## config.mk

```make
export PLATFORM = sky130hd
export DESIGN_NAME = tulip_prog_sequencer
export DESIGN_NICKNAME = d
export VERILOG_FILES = /design/src/rtl/tulip_prog_pkg.sv /design/src/rtl/tulip_prog_watchdog.sv /design/src/rtl/tulip_prog_sequencer.sv
export SDC_FILE = /design/constraint.sdc
export NUM_CORES = 1
export LEC_CHECK = 0
export CORE_MARGIN = 8
export CORE_UTILIZATION = 31
export CTS_CLUSTER_SIZE = 12
export DETAILED_ROUTE_END_ITERATION = 7
export PLACE_DENSITY_LB_ADDON = 0.12
export SLEW_MARGIN = 20
export SYNTH_ARGS = -nofsm -noshare
export SYNTH_HDL_FRONTEND = slang
export SYNTH_SLANG_ARGS = --single-unit
```

## constraint.sdc

```tcl
create_clock -name clk -period 3.08 [get_ports clk]
set_input_delay 0.924 -clock clk [delete_from_list [all_inputs] [get_ports clk]]
set_output_delay 0.924 -clock clk [all_outputs]
set_load 0.02 [all_outputs]
```

## src/rtl/tulip_prog_pkg.sv

```systemverilog
// Shared types for the tulip programming sequencer: FSM states, target indices,
// programming word type and the target-selection helper.
package tulip_prog_pkg;

    typedef enum logic [2:0] {
        IDLE   = 3'd0,
        LOAD   = 3'd1,
        DRAIN  = 3'd2,
        FINISH = 3'd3,
        ERROR  = 3'd4
    } state_t;

    localparam logic [1:0] TGT_LUT = 2'd0;
    localparam logic [1:0] TGT_FIR = 2'd1;
    localparam logic [1:0] TGT_REV = 2'd2;

    typedef logic [23:0] prog_word_t;

    // Targets are always loaded in ascending index order.
    function automatic logic [1:0] lowest_tgt(input logic [2:0] m);
        if (m[0])      return TGT_LUT;
        else if (m[1]) return TGT_FIR;
        else           return TGT_REV;
    endfunction

endpackage

```

## src/rtl/tulip_prog_watchdog.sv

```systemverilog
// DRAIN-phase watchdog: counts armed cycles and flags expiry on the cycle that
// completes G_TIMEOUT cycles without the target reporting done.
module tulip_prog_watchdog #(
    parameter int G_TIMEOUT = 4096
) (
    input  logic clk,
    input  logic reset,
    input  logic clear,
    input  logic arm,
    output logic expired
);

    localparam int CW = $clog2(G_TIMEOUT + 1);

    logic [CW-1:0] cnt;

    always_ff @(posedge clk) begin
        if (reset || clear)
            cnt <= '0;
        else if (arm && cnt != CW'(G_TIMEOUT))
            cnt <= cnt + 1'b1;
    end

    assign expired = arm && (cnt == CW'(G_TIMEOUT - 1));

endmodule

```

## src/rtl/tulip_prog_sequencer.sv

```systemverilog
// Loads LUT / FIR / reverb tables from one shared programming stream, holding the
// DSP chain in bypass meanwhile. Optional drain timeout: TULIP_PROG_WATCHDOG_EN.
module tulip_prog_sequencer
    import tulip_prog_pkg::*;
#(
    parameter int G_LUT_WORDS    = 1024,
    parameter int G_FIR_WORDS    = 129,
    parameter int G_REV_WORDS    = 64,
    parameter int G_DONE_TIMEOUT = 4096
) (
    input  logic        clk,
    input  logic        reset,
    input  logic        enable,
    input  logic        start,
    input  logic [2:0]  target_mask,
    input  prog_word_t  prog_din,
    input  logic        prog_din_valid,
    output logic        prog_din_ready,
    output prog_word_t  lut_prog_din,
    output logic        lut_prog_din_valid,
    input  logic        lut_prog_din_ready,
    input  logic        lut_prog_done,
    output logic [15:0] usr_fir_taps_prog_din,
    output logic        usr_fir_taps_prog_din_valid,
    input  logic        usr_fir_taps_prog_din_ready,
    input  logic        usr_fir_taps_prog_done,
    output logic [15:0] reverb_taps_prog_din,
    output logic        reverb_taps_prog_din_valid,
    input  logic        reverb_taps_prog_din_ready,
    input  logic        reverb_taps_prog_done,
    output logic        busy,
    output logic        seq_done,
    output logic        err,
    output logic [1:0]  err_target,
    output logic        dsp_bypass
);

    localparam int MAX_A = (G_LUT_WORDS > G_FIR_WORDS) ? G_LUT_WORDS : G_FIR_WORDS;
    localparam int MAX_N = (MAX_A > G_REV_WORDS) ? MAX_A : G_REV_WORDS;
    localparam int CW    = $clog2(MAX_N + 1);

    state_t        state;
    logic [1:0]    tgt;
    logic [2:1]    mask;   // bit 0 is never needed after the first target is chosen
    logic [CW-1:0] cnt;
    logic [CW-1:0] last_idx;
    logic [2:0]    hi;
    logic          sel_ready, sel_done, in_load, accept, timeout;

    always_comb begin
        last_idx  = CW'(G_REV_WORDS - 1);
        sel_ready = reverb_taps_prog_din_ready;
        sel_done  = reverb_taps_prog_done;
        hi        = 3'b000;
        case (tgt)
            TGT_LUT: begin
                last_idx  = CW'(G_LUT_WORDS - 1);
                sel_ready = lut_prog_din_ready;
                sel_done  = lut_prog_done;
                hi        = {mask[2:1], 1'b0};
            end
            TGT_FIR: begin
                last_idx  = CW'(G_FIR_WORDS - 1);
                sel_ready = usr_fir_taps_prog_din_ready;
                sel_done  = usr_fir_taps_prog_done;
                hi        = {mask[2], 2'b00};
            end
            default: ;
        endcase
    end

    assign in_load = (state == LOAD);
    assign accept  = in_load && prog_din_valid && sel_ready;

    // Zero-latency pass-through; only the selected target ever sees valid.
    assign prog_din_ready              = in_load && sel_ready;
    assign lut_prog_din                = prog_din;
    assign usr_fir_taps_prog_din       = prog_din[15:0];
    assign reverb_taps_prog_din        = prog_din[15:0];
    assign lut_prog_din_valid          = in_load && (tgt == TGT_LUT) && prog_din_valid;
    assign usr_fir_taps_prog_din_valid = in_load && (tgt == TGT_FIR) && prog_din_valid;
    assign reverb_taps_prog_din_valid  = in_load && (tgt == TGT_REV) && prog_din_valid;

`ifdef TULIP_PROG_WATCHDOG_EN
    logic expired;

    tulip_prog_watchdog #(
        .G_TIMEOUT (G_DONE_TIMEOUT)
    ) u_watchdog (
        .clk     (clk),
        .reset   (reset || !enable),
        .clear   (state != DRAIN),
        .arm     (state == DRAIN),
        .expired (expired)
    );

    assign timeout = expired;

    always_ff @(posedge clk) begin
        if (reset || !enable) begin
            err        <= 1'b0;
            err_target <= 2'd0;
        end else if (state == IDLE && start) begin
            err        <= 1'b0;
            err_target <= 2'd0;
        end else if (state == DRAIN && !sel_done && timeout) begin
            err        <= 1'b1;
            err_target <= tgt;
        end
    end
`else
    assign timeout    = 1'b0;
    assign err        = 1'b0;
    assign err_target = 2'd0;
`endif

    always_ff @(posedge clk) begin
        if (reset || !enable) begin
            state      <= IDLE;
            tgt        <= TGT_LUT;
            mask       <= 2'b00;
            cnt        <= '0;
            busy       <= 1'b0;
            dsp_bypass <= 1'b0;
            seq_done   <= 1'b0;
        end else begin
            seq_done <= 1'b0;
            case (state)
                IDLE: if (start) begin
                    mask       <= target_mask[2:1];
                    cnt        <= '0;
                    busy       <= 1'b1;
                    dsp_bypass <= 1'b1;
                    if (|target_mask) begin
                        tgt   <= lowest_tgt(target_mask);
                        state <= LOAD;
                    end else begin
                        state    <= FINISH;
                        seq_done <= 1'b1;
                    end
                end
                LOAD: if (accept) begin
                    if (cnt == last_idx) begin
                        cnt   <= '0;
                        state <= DRAIN;
                    end else begin
                        cnt <= cnt + 1'b1;
                    end
                end
                DRAIN: begin
                    if (sel_done) begin
                        if (|hi) begin
                            tgt   <= lowest_tgt(hi);
                            state <= LOAD;
                        end else begin
                            state    <= FINISH;
                            seq_done <= 1'b1;
                        end
                    end else if (timeout) begin
                        state <= ERROR;
                    end
                end
                FINISH, ERROR: begin
                    state      <= IDLE;
                    busy       <= 1'b0;
                    dsp_bypass <= 1'b0;
                end
                default: state <= IDLE;
            endcase
        end
    end

endmodule

```

==> Slide: Implementation Results, run 1 <==
Synthesis and Place & Route Summary

Layout
  • # diodes: 0
  • Post-layout util: 0.299
  • Flop share of the area: 0.256
  • Syn-to-layout area delta: -4.80%

Hold path
  • WHS Endpoint: mask[2]$_SDFFE_PP0P_

Die
  • Full die area: 7570 sq um

CTS
  • CTS Buf Count: 3

Detailed routing
  • Vias per std cell: 5.03

Synth
  • Adder Area Share: 0.00801
  • Synthesis area per yosys: 1560 sq um
  • Mapped Cells: 200
  • Mapped Area: 1560 sq um

Job
  • OpenROAD warnings: 26
  • Max Cap Violations: 0

STA
  • Hold slack final: 0.493 ns
  • Final Cycle Share: 0.981
  • RSZ-0062 raised after global routing: false
  • Setup WS post-layout: 0.0598 ns
  • Setup TNS: 0 ns
  • Min Tclk post-route: 3.02 ns

Critical path
  • Setup crit start: lut_prog_din_ready
  • Largest delay share family, worst path: buffers and inverters
  • Worst path max stage delay: 0.39 ns

Place
  • Placed cell areas: 1450 sq um

Run status
  • Status: completed

Pwr
  • Pleak: 0.495 nW
  • Seq power: 254 uW
  • Peak supply drop: 0.000127 V
  • Internal power: 385 uW

GRT
  • First-pass GRT wire length: 5.64 mm
[run 1: layer usage]
layer	GRT usage	wire [um]	vias to the layer above
met1	0.0958	1440	585
li1	-	-	574
met2	0.170	1770	31
met3	0.0264	207	7
met4	0.0407	53	0
met5	0	0	-
[run 1: Yosys cell counts (all sizes together), types with 2 or more instances]
master  count  area [sq um]
buf        63           465
dfxtp      19           380
a21oi      15          78.8
nand2      13          48.8
nor2       12          45.0
nand3       8          40.0
o21ai       6          30.0
or3         6          37.5
or4         5          37.5
mux2i       4          40.0
nand2b      4          25.0
nor3        4          20.0
a211oi      3          22.5
inv         3          11.3
nand4b      3          26.3
nor2b       3          18.8
o31ai       3          22.5
nand4       2          12.5
nor3b       2          20.0
or2         2          12.5
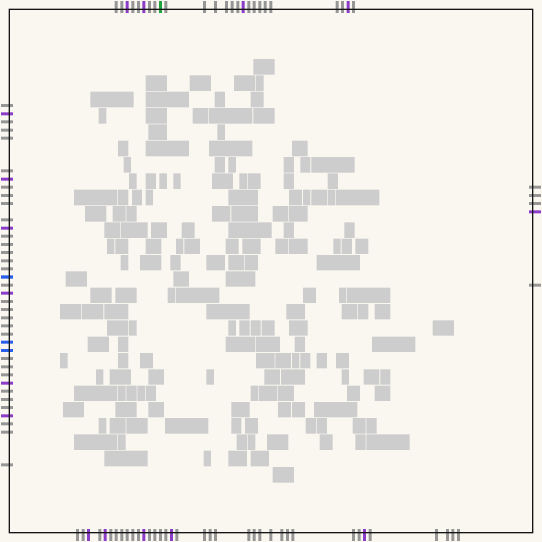
**Above:** run 1 (pin map).
Scale: 6 px per um. Pins as bars across the die edge, other pins in gray.
| port | color | pins | direction | edge |
|---|---|---|---|---|
| target_mask | blue | 3 | input | west |
| reverb_taps_prog_din | purple | 16 | output | 6 west, 5 south, 4 north, 1 east |
| busy | green | 1 | output | north |

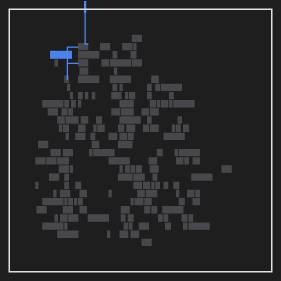
**Above:** run 1 (wires at chosen ports, followed through buffers).
Scale: 3 px per um.
| port | color | direction | edge | end cells | buffers | wire |
|---|---|---|---|---|---|---|
| busy | blue | output | north | 1 | 1 | 31.6 um |

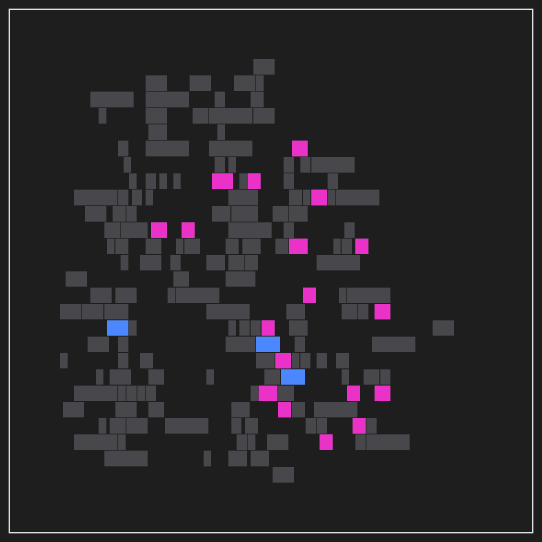
**Above:** run 1 (gate families picked out).
Scale: 6 px per um.
| family | color | cells |
|---|---|---|
| AND-OR and OR-AND gates | blue | 3 |
| AND and OR gates | magenta | 18 |
logic share of the area: 0.477
Top cell excl fill/tap: dfxtp_1
Finished Layout Cells: 238

**Run 1: placement view**

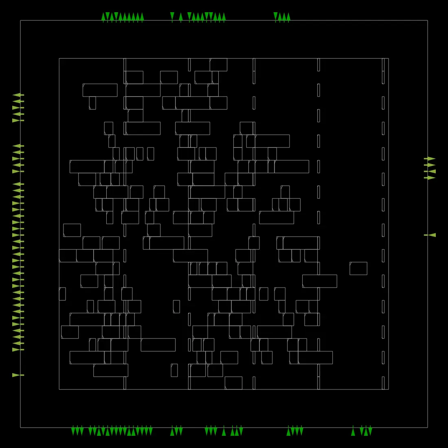

==> run 1 -> run 2 <==
--- a/config.mk
+++ b/config.mk
@@ -10,7 +10,9 @@
 export CTS_CLUSTER_SIZE = 12
 export DETAILED_ROUTE_END_ITERATION = 7
 export PLACE_DENSITY_LB_ADDON = 0.12
+export SKIP_CTS_REPAIR_TIMING = 1
 export SLEW_MARGIN = 20
 export SYNTH_ARGS = -nofsm -noshare
 export SYNTH_HDL_FRONTEND = slang
 export SYNTH_SLANG_ARGS = --single-unit
+export TNS_END_PERCENT = 100
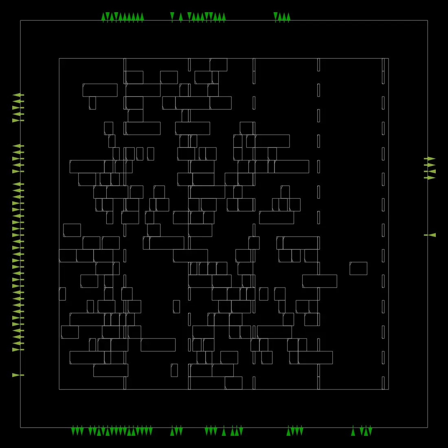
**Above:** run 2 (placement view).
flop share of the area: 0.253
fillers: 538
seq_cells: 19

==> run 2 against run 1 <==
Against the previous run:
- critical path depth did not move
- die size did not move
- clock skew barely moved
- area after synthesis unchanged
- first-iteration DRC count decreased by 8.5%
- count of clock-buffer cells in the layout unchanged
- power is essentially flat
- via count rose by 0.67%
- flip-flop count stayed put
- critical path type unchanged
- critical endpoint unchanged
- largest power group unchanged
==> Slide: Implementation Results, run 2 <==
Synthesis and Place & Route Summary

Run status
  • Status: completed

Detailed routing
  • Top routing layer in use: met4
  • Vias per std cell: 5.06 (+0.67%)
  • Metal-1 WL: 1.45 mm (+1.0%)
  • Metal3 WL: 206 um (-0.48%)
  • Wire length on met2: 1.78 mm (+0.39%)
  • Final ANT Viol Nets: 0

Job
  • OpenROAD warnings: 26 (unchanged)
  • Max Cap Violations: 0 (unchanged)

Hold path
  • WHS Endpoint: mask[2]$_SDFFE_PP0P_

Critical path
  • Largest delay share family, worst path: buffers and inverters
  • Worst path max stage delay: 0.39 ns (about the same)
  • Setup crit start: lut_prog_din_ready
  • Crit path to: prog_din_ready

STA
  • Setup TNS: 0 ns (unchanged)
  • Final Cycle Share: 0.957 (-0.0240)
  • Min Tclk post-route: 2.95 ns (-0.0741 ns)
  • Setup WS post-layout: 0.134 ns (+0.0741 ns)
  • RSZ-0062 raised after global routing: false
  • Final hold vios: 0
  • Hold slack final: 0.493 ns (-0.0000490 ns)

Synth
  • Top cell area share: 0.288 (unchanged)
  • Yosys top cell by area: buf_4
  • Synthesis area per yosys: 1560 sq um (unchanged)
  • Top cells by area: buf_4 (29%), dfxtp_1 (24%), a21oi_1 (4.5%), nand2_1 (3.1%), nor2_1 (2.9%)
  • List of most frequent post-synthesis cells: buf_4 (60), dfxtp_1 (19), a21oi_1 (14)
  • Mapped Area: 1560 sq um (unchanged)

CTS
  • CTS Buf Count: 3 (unchanged)
  • CTS Buffer Depth: 2

Die
  • Full die area: 7570 sq um (unchanged)

Layout
  • Reg area: 380 sq um
  • Syn-to-layout area delta: -3.92%
  • Top cell excl fill/tap: dfxtp_1
  • Reg with most FFs: cnt
  • # diodes: 0 (unchanged)

Place
  • Final GP Congestion: 0.754
  • Placed cell areas: 1450 sq um (unchanged)

GRT
  • Gr busiest metal: met2
  • First-pass GRT wire length: 5.64 mm (unchanged)
  • Met3 GRT Util: 0.0264 (unchanged)

Pwr
  • Internal power: 385 uW (+0.13%)
  • Power per Cell Area: 350 nW/um^2
  • Pleak: 0.552 nW (+12%)
  • Peak supply drop: 0.000127 V (about the same)
  • Seq power: 254 uW (about the same)
## run 2: cell counts after synthesis
Identical to the previous run, type by type.
## run 2: cell type report
type	instances	share of cell area
Tap cell	70	0.0583
Sequential cell	19	0.253
Clock buffer	4	0.0300
Timing Repair Buffer	26	0.178
Inverter	3	0.00750
Multi-Input combinational cell	116	0.472
## run 2: logic make-up (layout without fill, tap and decap cells)
kind of cell / after synthesis / count (layout) / synth area share
compound gates: 34 / 34 / 0.139
xor+xnor: 1 / 1 / 0.00561
fa+ha+maj: 1 / 1 / 0.00801
buf+inv: 67 / 33 / 0.307
flops: 19 / 19 / 0.243
mux: 5 / 5 / 0.0328
other cells: 1 / 3 / 0.00240
simple gates: 72 / 72 / 0.261
**Run 2: gate families picked out**

Scale: 6 px per um.
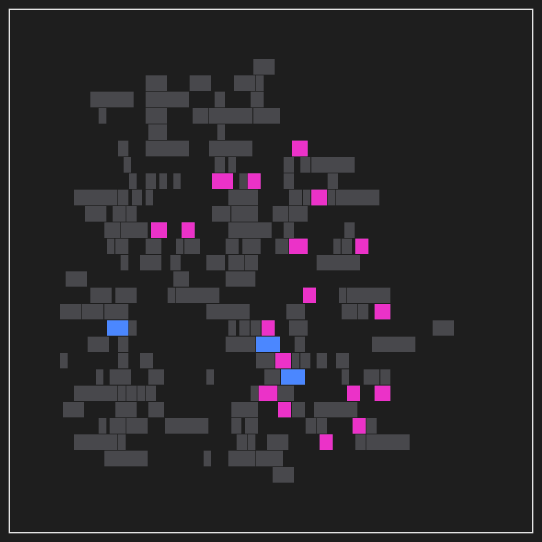

==> run 2 -> run 3 <==
--- a/config.mk
+++ b/config.mk
@@ -7,6 +7,7 @@
 export LEC_CHECK = 0
 export CORE_MARGIN = 8
 export CORE_UTILIZATION = 31
+export CTS_CLUSTER_DIAMETER = 120
 export CTS_CLUSTER_SIZE = 12
 export DETAILED_ROUTE_END_ITERATION = 7
 export PLACE_DENSITY_LB_ADDON = 0.12
==> constraint.sdc (replaced) <==
create_clock -name clk -period 2.56 [get_ports clk]
set_input_delay 0.768 -clock clk [delete_from_list [all_inputs] [get_ports clk]]
set_output_delay 0.768 -clock clk [all_outputs]
set_load 0.02 [all_outputs]
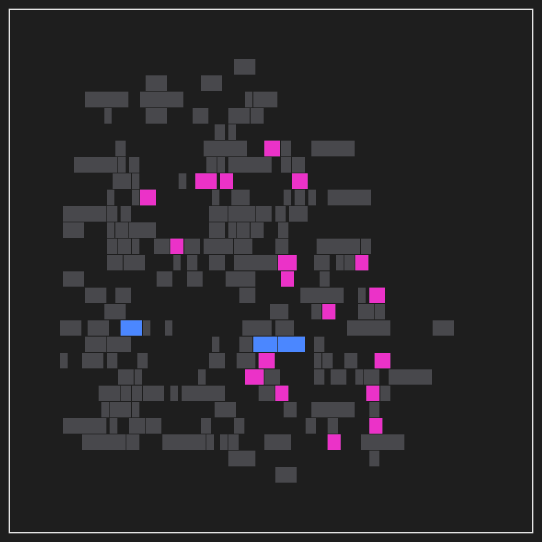
**Above:** run 3 (gate families picked out).
Scale: 6 px per um.
| family | color | cells |
|---|---|---|
| AND-OR and OR-AND gates | blue | 3 |
| AND and OR gates | magenta | 18 |
logic share of the area: 0.469
Finished Layout Cells: 244

==> run 3 against run 2 <==
Against the previous run:
- register-to-register slack lost 0.55 ns
- utilization up 0.50 points
- die size stayed put
- critical endpoint is now reverb_taps_prog_din_valid
- power increased by 20%
- largest power group unchanged
- area after synthesis unchanged
- hold slack improved by 0.017 ns
==> Slide: Implementation Results, run 3 <==
Synthesis and Place & Route Summary

Detailed routing
  • Metal-1 WL: 1.51 mm (+4.1%)
  • Final ANT Viol Nets: 0 (unchanged)
  • Metal3 WL: 171 um (-17%)
  • Top routing layer in use: met4

Synth
  • Synth mux share: 0.0328 (unchanged)
  • Top cell area share: 0.288 (unchanged)
  • Adder Area Share: 0.00801 (unchanged)
  • Top cells by area: buf_4 (29%), dfxtp_1 (24%), a21oi_1 (4.5%), nand2_1 (3.1%), nor2_1 (2.9%)
  • List of most frequent post-synthesis cells: buf_4 (60), dfxtp_1 (19), a21oi_1 (14)
  • Synthesis area per yosys: 1560 sq um (unchanged)

Layout
  • Clock buffer count: 4 (unchanged)
  • Seq_cells: 19 (unchanged)
  • Reg area: 380 sq um (unchanged)
  • Signal inverters: 3 (unchanged)
  • Data buffer area share: 0.188 (+0.00937)

GRT
  • First-pass GRT wire length: 5.87 mm (+4.0%)
  • Gr busiest metal: met2

Die
  • Full die area: 7570 sq um (unchanged)
  • N_taps: 70 (unchanged)

Job
  • OpenROAD warnings: 26 (unchanged)

STA
  • Hold slack final: 0.510 ns (+0.0168 ns)

Place
  • Placed cell areas: 1470 sq um (+1.7%)
  • Final GP Congestion: 0.783 (+3.9%)

Run status
  • Status: completed

Pwr
  • Seq power: 305 uW (+20%)
  • Pleak: 0.544 nW (-1.5%)
run 3: cell counts after synthesis:
Identical to the previous run, type by type.
run 3: worst paths after layout:
| kind | startpoint | cells past startpoint | endpoint | slack, ns |
|---|---|---|---|---|
| worst max-delay path | prog_din_valid | 4 | reverb_taps_prog_din_valid | 0.07 |
| worst min-delay path | mask[2]$_SDFFE_PP0P_ | 2 | mask[2]$_SDFFE_PP0P_ | 0.51 |
| worst max register to register | tgt[1]$_SDFFE_PP0P_ | 5 | cnt[5]$_SDFFE_PP0P_ | 0.34 |
| worst min register to register | mask[2]$_SDFFE_PP0P_ | 2 | mask[2]$_SDFFE_PP0P_ | 0.51 |
run 3: critical path, delay by kind of cell:
family	cells	cell delay [ns]
AND/OR/NAND/NOR	2	0.27
buffers and inverters	2	0.68
Power is estimated from default activity; no workload was simulated.
